--- src/rtl/fpu_mul_pipe_if.sv ---
// rtl/fpu_mul_pipe_if.sv - operand/result handshake bundle for the pipelined FP multiplier
interface fpu_mul_pipe_if #(
  parameter int SIZE_EXP = 8,
  parameter int SIZE_MAN = 23,
  parameter int SIZE_TAG = 4
) ();
  localparam int SIZE_DATA = 1 + SIZE_EXP + SIZE_MAN;

  logic                 i_valid;
  logic                 o_ready;
  logic [SIZE_DATA-1:0] i_32_a;
  logic [SIZE_DATA-1:0] i_32_b;
  logic [SIZE_TAG-1:0]  i_tag;
  logic                 o_valid;
  logic                 i_ready;
  logic [SIZE_DATA-1:0] o_32_mul;
  logic [SIZE_TAG-1:0]  o_tag;
  logic [3:0]           o_flags;

  modport slave (
    input  i_valid, i_32_a, i_32_b, i_tag, i_ready,
    output o_ready, o_valid, o_32_mul, o_tag, o_flags
  );

  modport master (
    output i_valid, i_32_a, i_32_b, i_tag, i_ready,
    input  o_ready, o_valid, o_32_mul, o_tag, o_flags
  );
endinterface

--- src/rtl/fpu_mul_pipe.sv ---
// rtl/fpu_mul_pipe.sv - three-stage IEEE-754 multiplier (unpack, multiply, normalise/round), FTZ
module fpu_mul_pipe #(
  parameter int SIZE_EXP = 8,
  parameter int SIZE_MAN = 23,
  parameter int SIZE_TAG = 4
) (
  input  logic          i_clk,
  input  logic          i_rst_n,
  input  logic          i_flush,
  fpu_mul_pipe_if.slave bus
);
  localparam int SIZE_DATA = 1 + SIZE_EXP + SIZE_MAN;
  localparam int SIZE_SE   = SIZE_EXP + 2;
  localparam int SIZE_M1   = SIZE_MAN + 1;
  localparam int SIZE_P    = 2 * SIZE_M1;

  localparam logic [SIZE_EXP-1:0]        EXP_ONES = '1;
  localparam logic signed [SIZE_SE-1:0]  BIAS     = SIZE_SE'((1 << (SIZE_EXP - 1)) - 1);
  localparam logic signed [SIZE_SE-1:0]  SE_ONES  = {2'b00, EXP_ONES};
  localparam logic signed [SIZE_SE-1:0]  SE_ZERO  = '0;

  typedef enum logic [1:0] {K_NORM, K_ZERO, K_INF, K_QNAN} kind_t;

  // Unpack
  logic                sa, sb;
  logic [SIZE_EXP-1:0] ea, eb;
  logic [SIZE_MAN-1:0] fa, fb;
  logic                a_zero, b_zero, a_inf, b_inf, a_nan, b_nan, a_snan, b_snan;
  kind_t               kind_in;
  logic                inv_in;
  logic signed [SIZE_SE-1:0] exp_in;

  assign {sa, ea, fa} = bus.i_32_a;
  assign {sb, eb, fb} = bus.i_32_b;
  assign a_zero = (ea == '0);
  assign b_zero = (eb == '0);
  assign a_inf  = (ea == EXP_ONES) && (fa == '0);
  assign b_inf  = (eb == EXP_ONES) && (fb == '0);
  assign a_nan  = (ea == EXP_ONES) && (fa != '0);
  assign b_nan  = (eb == EXP_ONES) && (fb != '0);
  assign a_snan = a_nan && !fa[SIZE_MAN-1];
  assign b_snan = b_nan && !fb[SIZE_MAN-1];
  assign exp_in = $signed({2'b00, ea}) + $signed({2'b00, eb}) - BIAS;

  always_comb begin
    kind_in = K_NORM;
    inv_in  = 1'b0;
    if (a_nan || b_nan) begin
      kind_in = K_QNAN;
      inv_in  = a_snan || b_snan;
    end else if ((a_inf && b_zero) || (a_zero && b_inf)) begin
      kind_in = K_QNAN;
      inv_in  = 1'b1;
    end else if (a_inf || b_inf) begin
      kind_in = K_INF;
    end else if (a_zero || b_zero) begin
      kind_in = K_ZERO;
    end
  end

  // Pipeline occupancy: a stage loads when empty or when it drains this cycle
  logic v1, v2, v3;
  logic ld1, ld2, ld3, accept;

  assign ld3    = ~v3 | bus.i_ready;
  assign ld2    = ~v2 | ld3;
  assign ld1    = ~v1 | ld2;
  assign bus.o_ready = ld1 & ~i_flush;
  assign accept = bus.i_valid & bus.o_ready;

  logic                      s1, s2;
  logic signed [SIZE_SE-1:0] e1, e2;
  logic [SIZE_M1-1:0]        ma1, mb1;
  logic [SIZE_P-1:0]         p2;
  kind_t                     k1, k2;
  logic                      inv1, inv2;
  logic [SIZE_TAG-1:0]       t1, t2, t3;
  logic [SIZE_DATA-1:0]      r3;
  logic [3:0]                f3;

  // Normalise and round stage-2 product
  logic                      msb, guard, sticky, up;
  logic [SIZE_P-1:0]         sh;
  logic [SIZE_MAN-1:0]       frac;
  logic [SIZE_MAN:0]         frac_r;
  logic signed [SIZE_SE-1:0] ef;
  logic [SIZE_DATA-1:0]      res;
  logic [3:0]                flg;

  assign msb    = p2[SIZE_P-1];
  assign sh     = msb ? p2 : (p2 << 1);
  assign frac   = sh[SIZE_P-2 -: SIZE_MAN];
  assign guard  = sh[SIZE_P-2-SIZE_MAN];
  assign sticky = |sh[SIZE_P-3-SIZE_MAN:0];
  assign up     = guard & (sticky | frac[0]);
  assign frac_r = {1'b0, frac} + {{SIZE_MAN{1'b0}}, up};
  assign ef     = e2 + $signed(SIZE_SE'(msb)) + $signed(SIZE_SE'(frac_r[SIZE_MAN]));

  always_comb begin
    res = '0;
    flg = 4'b0000;
    case (k2)
      K_QNAN: begin
        res = {1'b0, EXP_ONES, 1'b1, {(SIZE_MAN-1){1'b0}}};
        flg = {inv2, 3'b000};
      end
      K_INF:  res = {s2, EXP_ONES, {SIZE_MAN{1'b0}}};
      K_ZERO: res = {s2, {(SIZE_DATA-1){1'b0}}};
      default: begin
        if (ef >= SE_ONES) begin
          res = {s2, EXP_ONES, {SIZE_MAN{1'b0}}};
          flg = 4'b0101;
        end else if (ef <= SE_ZERO) begin
          res = {s2, {(SIZE_DATA-1){1'b0}}};
          flg = 4'b0011;
        end else begin
          res = {s2, ef[SIZE_EXP-1:0], frac_r[SIZE_MAN-1:0]};
          flg = {3'b000, guard | sticky};
        end
      end
    endcase
  end

  always_ff @(posedge i_clk or negedge i_rst_n) begin
    if (!i_rst_n) begin
      v1 <= 1'b0; v2 <= 1'b0; v3 <= 1'b0;
      s1 <= 1'b0; e1 <= '0; ma1 <= '0; mb1 <= '0; k1 <= K_NORM; inv1 <= 1'b0; t1 <= '0;
      s2 <= 1'b0; e2 <= '0; p2 <= '0; k2 <= K_NORM; inv2 <= 1'b0; t2 <= '0;
      r3 <= '0; f3 <= '0; t3 <= '0;
    end else begin
      if (i_flush) begin
        v1 <= 1'b0; v2 <= 1'b0; v3 <= 1'b0;
      end else begin
        if (ld1) v1 <= accept;
        if (ld2) v2 <= v1;
        if (ld3) v3 <= v2;
      end
      if (ld1) begin
        s1   <= sa ^ sb;
        e1   <= exp_in;
        ma1  <= {1'b1, fa};
        mb1  <= {1'b1, fb};
        k1   <= kind_in;
        inv1 <= inv_in;
        t1   <= bus.i_tag;
      end
      if (ld2) begin
        s2   <= s1;
        e2   <= e1;
        p2   <= SIZE_P'(ma1) * SIZE_P'(mb1);
        k2   <= k1;
        inv2 <= inv1;
        t2   <= t1;
      end
      // Output registers only change when a real result replaces them
      if (ld3 && v2) begin
        r3 <= res;
        f3 <= flg;
        t3 <= t2;
      end
    end
  end

  assign bus.o_valid  = v3;
  assign bus.o_32_mul = r3;
  assign bus.o_flags  = f3;
  assign bus.o_tag    = t3;
endmodule

--- src/flat_wrapper.sv ---
// flat-port wrapper written by rule: the top's interface ports become plain ports
module fpu_mul_pipe_flat 
#(
  parameter int SIZE_EXP = 8,
  parameter int SIZE_MAN = 23,
  parameter int SIZE_TAG = 4
)
  (i_clk, i_rst_n, i_flush, bus_i_valid, bus_i_32_a, bus_i_32_b, bus_i_tag, bus_i_ready, bus_o_ready, bus_o_valid, bus_o_32_mul, bus_o_tag, bus_o_flags);
  fpu_mul_pipe_if #(.SIZE_EXP(SIZE_EXP), .SIZE_MAN(SIZE_MAN), .SIZE_TAG(SIZE_TAG)) bus_i ();
  input  logic i_clk;
  input  logic i_rst_n;
  input  logic i_flush;
  input wire logic [$bits(bus_i.i_valid)-1:0] bus_i_valid;
  input wire logic [$bits(bus_i.i_32_a)-1:0] bus_i_32_a;
  input wire logic [$bits(bus_i.i_32_b)-1:0] bus_i_32_b;
  input wire logic [$bits(bus_i.i_tag)-1:0] bus_i_tag;
  input wire logic [$bits(bus_i.i_ready)-1:0] bus_i_ready;
  output wire logic [$bits(bus_i.o_ready)-1:0] bus_o_ready;
  output wire logic [$bits(bus_i.o_valid)-1:0] bus_o_valid;
  output wire logic [$bits(bus_i.o_32_mul)-1:0] bus_o_32_mul;
  output wire logic [$bits(bus_i.o_tag)-1:0] bus_o_tag;
  output wire logic [$bits(bus_i.o_flags)-1:0] bus_o_flags;
  assign bus_i.i_valid = bus_i_valid;
  assign bus_i.i_32_a = bus_i_32_a;
  assign bus_i.i_32_b = bus_i_32_b;
  assign bus_i.i_tag = bus_i_tag;
  assign bus_i.i_ready = bus_i_ready;
  assign bus_o_ready = bus_i.o_ready;
  assign bus_o_valid = bus_i.o_valid;
  assign bus_o_32_mul = bus_i.o_32_mul;
  assign bus_o_tag = bus_i.o_tag;
  assign bus_o_flags = bus_i.o_flags;
  fpu_mul_pipe #(.SIZE_EXP(SIZE_EXP), .SIZE_MAN(SIZE_MAN), .SIZE_TAG(SIZE_TAG)) u_core (.i_clk(i_clk), .i_rst_n(i_rst_n), .i_flush(i_flush), .bus(bus_i));
endmodule
--- config.mk ---
export PLATFORM = sky130hd
export DESIGN_NAME = fpu_mul_pipe_flat
export DESIGN_NICKNAME = d
export VERILOG_FILES = /design/src/rtl/fpu_mul_pipe_if.sv /design/src/rtl/fpu_mul_pipe.sv /design/src/flat_wrapper.sv
export SDC_FILE = /design/constraint.sdc
export NUM_CORES = 2
export LEC_CHECK = 0
export CAP_MARGIN = 40
export CORE_MARGIN = 2
export CORE_UTILIZATION = 40
export CTS_CLUSTER_DIAMETER = 50
export DETAILED_ROUTE_END_ITERATION = 7
export GPL_TIMING_DRIVEN = 1
export PLACE_DENSITY = 0.56
export SYNTH_ARGS = -nofsm -noshare
export SYNTH_HDL_FRONTEND = slang
export SYNTH_SLANG_ARGS = --single-unit
--- constraint.sdc ---
create_clock -name i_clk -period 19.1 [get_ports i_clk]
set_clock_uncertainty 0.15 [all_clocks]
set_input_delay 3.82 -clock i_clk [delete_from_list [all_inputs] [get_ports i_clk]]
set_output_delay 3.82 -clock i_clk [all_outputs]
set_load 0.01 [all_outputs]
io_placement.png
(2 px per um) Pins as bars across the die edge, other pins in gray.
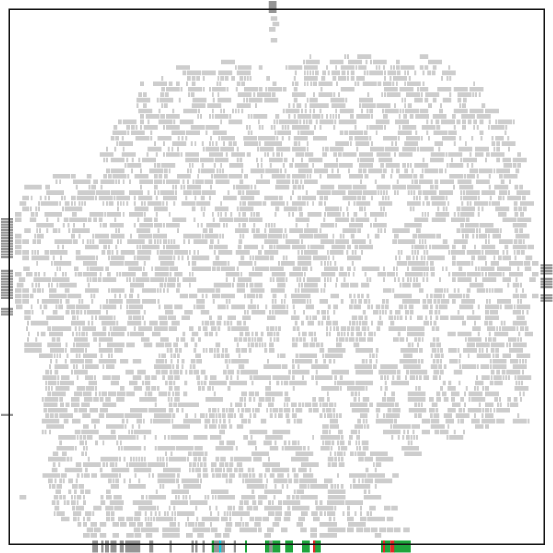
- bus_o_flags: red (pins 4; direction output; edge south)
- bus_o_32_mul: green (pins 32; direction output; edge south)
- bus_o_ready: cyan (pins 1; direction output; edge south)

flops_by_reg.png
(1 px per um)
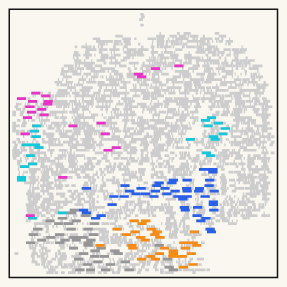
- u_core.bus.o_32_mul: orange (flops 32; where south)
- u_core.p2: blue (flops 48)
- u_core.ma1: magenta (flops 23)
- u_core.mb1: cyan (flops 24)
- not colored: 47
fraction of area in registers: 14.3%
Final Core Density: 44.5%
register area: 0.00435 sq mm

==> metrics.json <==
{
  "cts_num_sinks": 174,
  "worst_setup_hold_path_clk_slew_ps": 60,
  "nets_in_the_synthesized_netlist": 3925,
  "stage_log_warnings": 26,
  "core-area_sq_mm": 0.0685,
  "rsz0062_at_grt": "false",
  "setup.worst_path.start": "bus_i_ready",
  "crit_fanout": 6,
  "yosys_area_sq_mm": 0.0276,
  "number_of_flip_flops_under_the_largest_register_name": 48,
  "ys_async_sr_fraction_pct": 100,
  "path_delay_family": "buffers and inverters",
  "yosys.area_share.xor_xnor_pct": 2.66,
  "registers.top_by_ff_count": "u_core.p2",
  "ys_seq_share_pct": 15.8,
  "crit_chain": "clkdlybuf4s50_1 > nor2b_1 > and3_2 > nor2_1 > clkdlybuf4s50_1",
  "logic_family": "adder cells",
  "drt_wirelength_um": 75500,
  "synth-edff-count": 0,
  "syn2layout_area_growth_pct": 10.2,
  "synth_flops": 174,
  "worstRegToRegCells": 24,
  "final.setup.worst_slack_ps": 9820,
  "worstHoldStart": "u_core.mb1[13]",
  "fillCellCount": 6758,
  "r2r_setup_slack_ps": 11440,
  "worst_r2r_endpoint": "u_core.p2[39]",
  "crit_path_frequent_cell": "sky130_fd_sc_hd__clkdlybuf4s50_1",
  "yosys-top-cells-area": "sky130_fd_sc_hd__fa_1, sky130_fd_sc_hd__dfrtp_1, sky130_fd_sc_hd__nand2_1, sky130_fd_sc_hd__ha_1, sky130_fd_sc_hd__inv_1",
  "outcome": "complete, no violations",
  "dieWidth_um": 267,
  "post_route_cells_drive_above_1_share_pct": 3.95,
  "fp-utilization_pct": 40.3,
  "postCtsSetupRepairBufs": 0,
  "adder_share_pct": 43.5,
  "netlist_top_cells_count": "sky130_fd_sc_hd__nand2_1, sky130_fd_sc_hd__inv_1, sky130_fd_sc_hd__fa_1",
  "drc_errors_left": 0,
  "rows": 96,
  "final_min_period_over_clock_period_pct": 48.6,
  "cts_made_buffers": 17
}
detail.png
Region (121, 68) to (146, 93) um. Cells in gray, sequential cells in the stronger gray; small squares are vias.
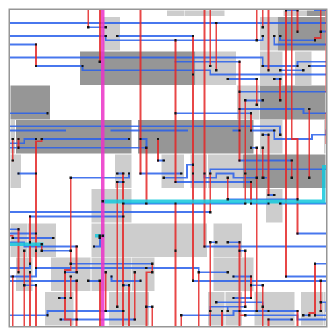
- metal 1: blue
- metal 4: magenta
- metal 2: red
- metal 3: cyan
- sequential cells in the window: 5
- netlist names of flops here include: u_core.p2 (5)
- most frequent: nand2_1 (6), dfrtp_1 (5)
- cells with their middle in the window: 33

congestion.png
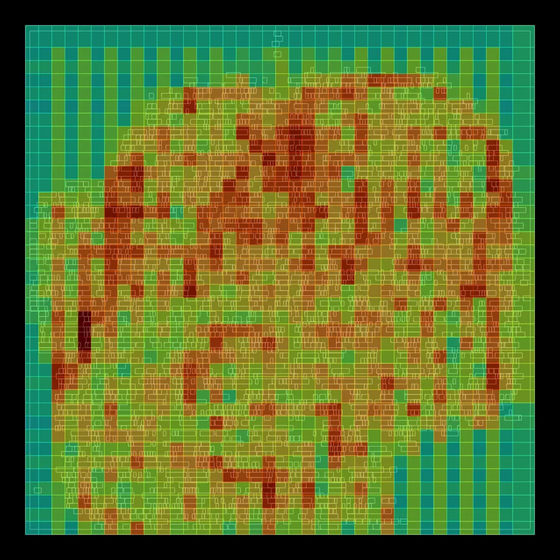
global routing met2 resource utilization: 38.6%
met1 Track Usage GR: 29.9%
layer with the highest usage: met2

-- metal layers --
metal	vias to the layer above	routed length, um
met2	547	37600
met5	-	0
met4	0	1530
met1	11100	32900
met3	91	3530
li1	9747	-
-- cell type report --
| type | count | share of cell area [%] |
|---|---|---|
| clock inverter | 13 | 0.423 |
| clock buffer | 19 | 1.49 |
| antenna | 1 | 0.00822 |
| timing repair buffer | 173 | 5.88 |
| tap | 882 | 3.63 |
| multi-input combinational | 2283 | 67.4 |
| sequential | 174 | 14.3 |
| inverter | 557 | 6.87 |
